### Supply network

The bar under the picture is 50 µm long. Pins as bars on the die edge.
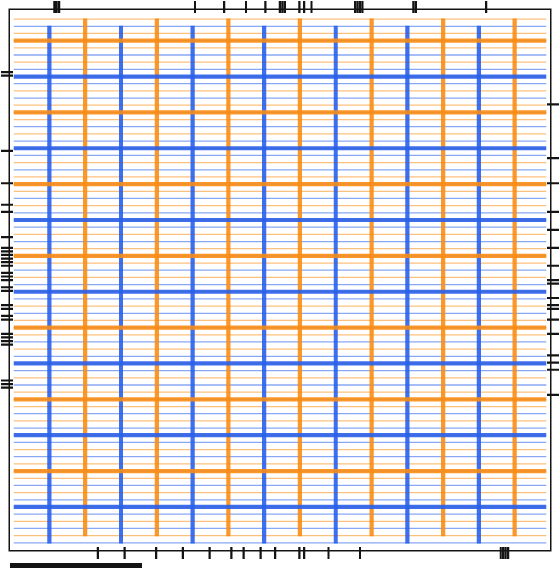
### Placement by cell class

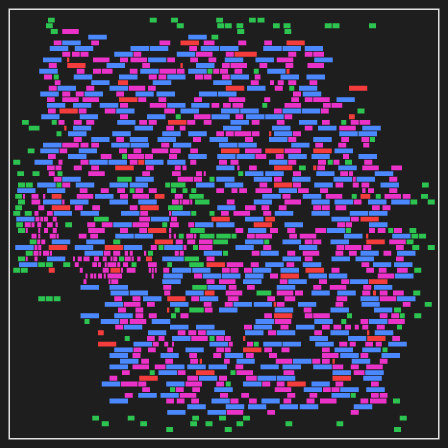
### Routed clock nets over the placement

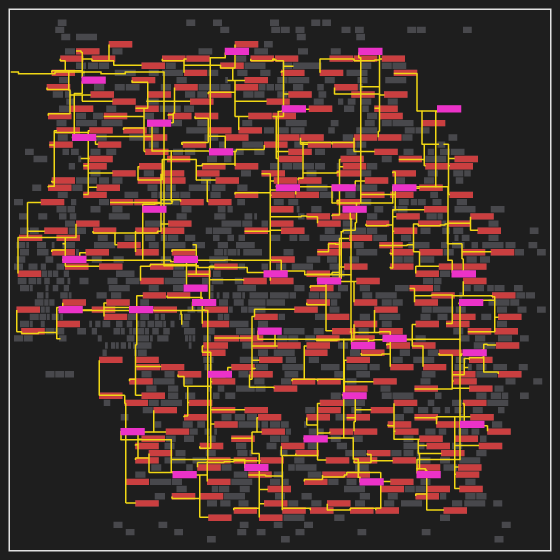
### Metal layers overlaid

The bar under the picture is 50 µm long.
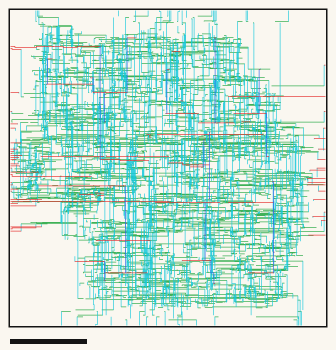
<file path="src/rtl/out_port_capture_if.sv">
// Capture-port bundle for out_port_capture.
//   master : CPU-side OUT register plus the downstream consumer
//            (drives OUT_unit_output, out_load, change_mode, cap_ready, clr_overflow)
//   slave  : the capture block itself
//            (drives cap_data, cap_valid, count, overflow, drop_cnt)
interface out_port_capture_if #(
  parameter int DATA_W = 32,
  parameter int ADDR_W = 3
);
  logic [DATA_W-1:0] OUT_unit_output;
  logic              out_load;
  logic              change_mode;
  logic [DATA_W-1:0] cap_data;
  logic              cap_valid;
  logic              cap_ready;
  logic [ADDR_W:0]   count;
  logic              overflow;
  logic [7:0]        drop_cnt;
  logic              clr_overflow;

  modport master (
    output OUT_unit_output, out_load, change_mode, cap_ready, clr_overflow,
    input  cap_data, cap_valid, count, overflow, drop_cnt
  );

  modport slave (
    input  OUT_unit_output, out_load, change_mode, cap_ready, clr_overflow,
    output cap_data, cap_valid, count, overflow, drop_cnt
  );
endinterface

</file>
<file path="src/rtl/out_port_capture.sv">
// out_port_capture
//   Receive side of the CPU OUT unit. Each capture event queues the current
//   OUT register value into a first-word-fall-through FIFO that a consumer
//   drains with a valid/ready handshake. A capture that finds the FIFO full
//   (and no pop in the same cycle) is dropped and counted; the CPU is never
//   stalled.
// Ports
//   clk    : system clock, rising edge
//   reset  : asynchronous, active-low; clears all state immediately
//   bus    : out_port_capture_if.slave
//            in : OUT_unit_output, out_load, change_mode, cap_ready, clr_overflow
//            out: cap_data (FIFO head), cap_valid, count, overflow, drop_cnt
module out_port_capture #(
  parameter int DATA_W = 32,
  parameter int DEPTH  = 8,
  parameter int ADDR_W = 3
) (
  input logic              clk,
  input logic              reset,
  out_port_capture_if.slave bus
);

  localparam logic [ADDR_W:0] FULL_CNT = (ADDR_W+1)'(DEPTH);

  logic [DATA_W-1:0] mem [DEPTH];
  logic [ADDR_W-1:0] wr_ptr;
  logic [ADDR_W-1:0] rd_ptr;
  logic [ADDR_W:0]   count_q;
  logic [ADDR_W:0]   count_nxt;
  logic              valid_q;
  logic              load_d;
  logic [DATA_W-1:0] last_val;
  logic              ovf_q;
  logic [7:0]        drop_q;

  logic cap_ev;
  logic full;
  logic pop;
  logic push;
  logic drop;

  // In load mode the event is the delayed pulse, so the OUT register has
  // already taken the new value when it is sampled.
  assign cap_ev = bus.change_mode ? (bus.OUT_unit_output != last_val) : load_d;
  assign full   = (count_q == FULL_CNT);
  assign pop    = valid_q & bus.cap_ready;
  // A pop in the same cycle frees the slot, so a full FIFO still accepts.
  assign push   = cap_ev & (~full | pop);
  assign drop   = cap_ev & full & ~pop;

  always_comb begin
    count_nxt = count_q;
    case ({push, pop})
      2'b10:   count_nxt = count_q + 1'b1;
      2'b01:   count_nxt = count_q - 1'b1;
      default: count_nxt = count_q;
    endcase
  end

  always_ff @(posedge clk or negedge reset) begin
    if (!reset) begin
      for (int i = 0; i < DEPTH; i++) mem[i] <= '0;
      wr_ptr   <= '0;
      rd_ptr   <= '0;
      count_q  <= '0;
      valid_q  <= 1'b0;
      load_d   <= 1'b0;
      last_val <= '0;
      ovf_q    <= 1'b0;
      drop_q   <= '0;
    end else begin
      load_d <= bus.out_load;
      if (cap_ev) last_val <= bus.OUT_unit_output;

      if (push) begin
        mem[wr_ptr] <= bus.OUT_unit_output;
        wr_ptr      <= wr_ptr + 1'b1;
      end
      if (pop) rd_ptr <= rd_ptr + 1'b1;

      count_q <= count_nxt;
      valid_q <= (count_nxt != '0);

      if (bus.clr_overflow) begin
        ovf_q  <= 1'b0;
        drop_q <= '0;
      end else if (drop) begin
        ovf_q <= 1'b1;
        if (drop_q != 8'hFF) drop_q <= drop_q + 8'd1;
      end
    end
  end

  // Head of the FIFO falls through; the storage is reset so cap_data reads 0
  // out of reset. Contents while cap_valid=0 carry no meaning.
  assign bus.cap_data  = mem[rd_ptr];
  assign bus.cap_valid = valid_q;
  assign bus.count     = count_q;
  assign bus.overflow  = ovf_q;
  assign bus.drop_cnt  = drop_q;

endmodule

</file>
<file path="src/flat_wrapper.sv">
// flat-port wrapper written by rule: the top's interface ports become plain ports
module out_port_capture_flat 
#(
  parameter int DATA_W = 32,
  parameter int DEPTH  = 8,
  parameter int ADDR_W = 3
)
  (clk, reset, bus_OUT_unit_output, bus_out_load, bus_change_mode, bus_cap_ready, bus_clr_overflow, bus_cap_data, bus_cap_valid, bus_count, bus_overflow, bus_drop_cnt);
  out_port_capture_if #(.DATA_W(DATA_W), .ADDR_W(ADDR_W)) bus_i ();
  input logic clk;
  input logic reset;
  input wire logic [$bits(bus_i.OUT_unit_output)-1:0] bus_OUT_unit_output;
  input wire logic [$bits(bus_i.out_load)-1:0] bus_out_load;
  input wire logic [$bits(bus_i.change_mode)-1:0] bus_change_mode;
  input wire logic [$bits(bus_i.cap_ready)-1:0] bus_cap_ready;
  input wire logic [$bits(bus_i.clr_overflow)-1:0] bus_clr_overflow;
  output wire logic [$bits(bus_i.cap_data)-1:0] bus_cap_data;
  output wire logic [$bits(bus_i.cap_valid)-1:0] bus_cap_valid;
  output wire logic [$bits(bus_i.count)-1:0] bus_count;
  output wire logic [$bits(bus_i.overflow)-1:0] bus_overflow;
  output wire logic [$bits(bus_i.drop_cnt)-1:0] bus_drop_cnt;
  assign bus_i.OUT_unit_output = bus_OUT_unit_output;
  assign bus_i.out_load = bus_out_load;
  assign bus_i.change_mode = bus_change_mode;
  assign bus_i.cap_ready = bus_cap_ready;
  assign bus_i.clr_overflow = bus_clr_overflow;
  assign bus_cap_data = bus_i.cap_data;
  assign bus_cap_valid = bus_i.cap_valid;
  assign bus_count = bus_i.count;
  assign bus_overflow = bus_i.overflow;
  assign bus_drop_cnt = bus_i.drop_cnt;
  out_port_capture #(.DATA_W(DATA_W), .DEPTH(DEPTH), .ADDR_W(ADDR_W)) u_core (.clk(clk), .reset(reset), .bus(bus_i));
endmodule
</file>
<file path="config.mk">
export PLATFORM = sky130hd
export DESIGN_NAME = out_port_capture_flat
export DESIGN_NICKNAME = d
export VERILOG_FILES = /design/src/rtl/out_port_capture_if.sv /design/src/rtl/out_port_capture.sv /design/src/flat_wrapper.sv
export SDC_FILE = /design/constraint.sdc
export NUM_CORES = 1
export LEC_CHECK = 0
export CORE_MARGIN = 1
export CORE_UTILIZATION = 35
export DETAILED_ROUTE_END_ITERATION = 7
export PLACE_DENSITY = 0.57
export REMOVE_ABC_BUFFERS = 1
export SKIP_LAST_GASP = 1
export SLEW_MARGIN = 20
export SYNTH_ARGS = -nofsm -noshare
export SYNTH_HDL_FRONTEND = slang
export SYNTH_SLANG_ARGS = --single-unit
</file>
<file path="constraint.sdc">
create_clock -name clk -period 3.9 [get_ports clk]
set_input_delay 0.78 -clock clk [delete_from_list [all_inputs] [get_ports clk]]
set_output_delay 0.78 -clock clk [all_outputs]
set_load 0.02 [all_outputs]
</file>
==> notes.md <==
Implementation results.

The arrival time reported for the critical path endpoint is 2750 ps. The main flop type after synthesis is sky130_fd_sc_hd__dfrtp_1. Final hold analysis gives a worst-case slack of between 200 and 250 ps. Max-slew check failures listed in the final report amount to 0. The and-or/or-and share of the synthesized area is 0.006262. The flow ran to the end, and the final reports show no timing, DRC or antenna violations. For this run, asynchronously set or reset flops after synthesis account for 1.000. At the pin with the least slew margin, the transition time is 625.5 ps.

The critical path class is register to output pin. The worst-case register-to-register setup slack is 820 ps. At the floorplan stage, the core utilization is reported as 0.3588. The post-synthesis cell count is 922. The analysis attributes to cell leakage a power of just over 7 nW. The wire length reported by the detailed router is about 33 mm.

The analysis reports a worst IR drop on VDD of 0.0003553 V. The count of cell instances traversed by the critical path is 4. Summing every instance area after synthesis gives 14390 µm².

The type of origin of the critical path is a register. The floorplan has 73 rows. Once detail routing completed, the nets flagged for antenna violations numbered 0. The DRC violation total left in the routed layout is recorded as 0. The H-tree depth reported by CTS is 2.

The share of synthesized area in the top cell type comes to 0.5375. The smallest clock period supported by the final layout is computed as 3530 ps. The count of library flops with an enable pin is 0. Clock skew on the completed layout was measured at 27.31 ps.
Notes on 'Supply network' above:
blue -> VSS
orange -> VDD
met1 rails = 74
met4 straps = 14
met5 straps = 14
rows = 73

Notes on 'Placement by cell class' above:
red -> clock drivers and dummy loads  # cells 64, share of their area 6.9%
blue -> sequential cells  # cells 309, share of their area 47%
green -> remaining buffers and delay cells  # cells 152, share of their area 9.3%
magenta -> combinational and other logic  # cells 528, share of their area 37%

Notes on 'Routed clock nets over the placement' above:
red -> flip-flops  # count 309
yellow -> clock wires  # length 4210 µm
magenta -> clock drivers  # count 36
flops lie = widely spread
routed clock nets = 37

Notes on 'Metal layers overlaid' above:
blue -> metal 4  # wire length 536 µm
red -> metal 3  # wire length 1190 µm
cyan -> metal 2  # wire length 15200 µm
green -> metal 1  # wire length 15800 µm

routing by layer:
metal  vias up  wire length, µm  GRT usage
li1       3561                -          -
met4         0              535    0.03625
met2       117            15240     0.2568
met5         -                0          0
met3        40             1191    0.02673
met1      4211            15760     0.2381
where the power goes:
part	switching (mW)	internal, mW	leakage [nW]
clock network	1.33	1.95	0.567
registers	0.839	4.68	3.68
logic	2.76	4.05	2.95
total	4.93	10.7	7.20
through the flow:
stage | setup slack (ps) | area (µm²) | total power [mW] | utilization
global route | 130.9 | 17290 | 16.55 | 0.4312
finish | 369.7 | 17290 | 15.61 | 0.4312
detailed placement | -36.16 | 16140 | 12.50 | 0.4024
global placement | -63.80 | 16140 | 12.39 | 0.4024
floorplan | -959.3 | 13910 | 10.02 | -
CTS | 305.8 | 17290 | 15.87 | 0.4312
placed cells by master (no fill, tap or decap), types with 15 or more instances in the layout:
cell,netlist,final
sky130_fd_sc_hd__nand2_1,15,15
sky130_fd_sc_hd__mux2_4,30,30
sky130_fd_sc_hd__buf_12,0,15
sky130_fd_sc_hd__clkdlybuf4s50_1,0,82
sky130_fd_sc_hd__buf_4,26,54
sky130_fd_sc_hd__mux4_2,64,64
sky130_fd_sc_hd__clkbuf_16,0,37
sky130_fd_sc_hd__dfrtp_1,309,306
sky130_fd_sc_hd__nor2_1,17,16
sky130_fd_sc_hd__mux2_2,286,286
sky130_fd_sc_hd__xnor2_1,37,37
layout make-up:
cell class | instances | area, µm² | share of cell area
Timing Repair Buffer | 152 | 1541 | 0.08916
Tap cell | 525 | 656.9 | 0.03799
Clock inverter | 9 | 88.84 | 0.005138
Multi-Input combinational cell | 524 | 6185 | 0.3577
Clock buffer | 55 | 1064 | 0.06151
Sequential cell | 309 | 7739 | 0.4476
Inverter | 4 | 15.01 | 0.0008684
No activity file was given, so power comes from the tool's default toggle rates.
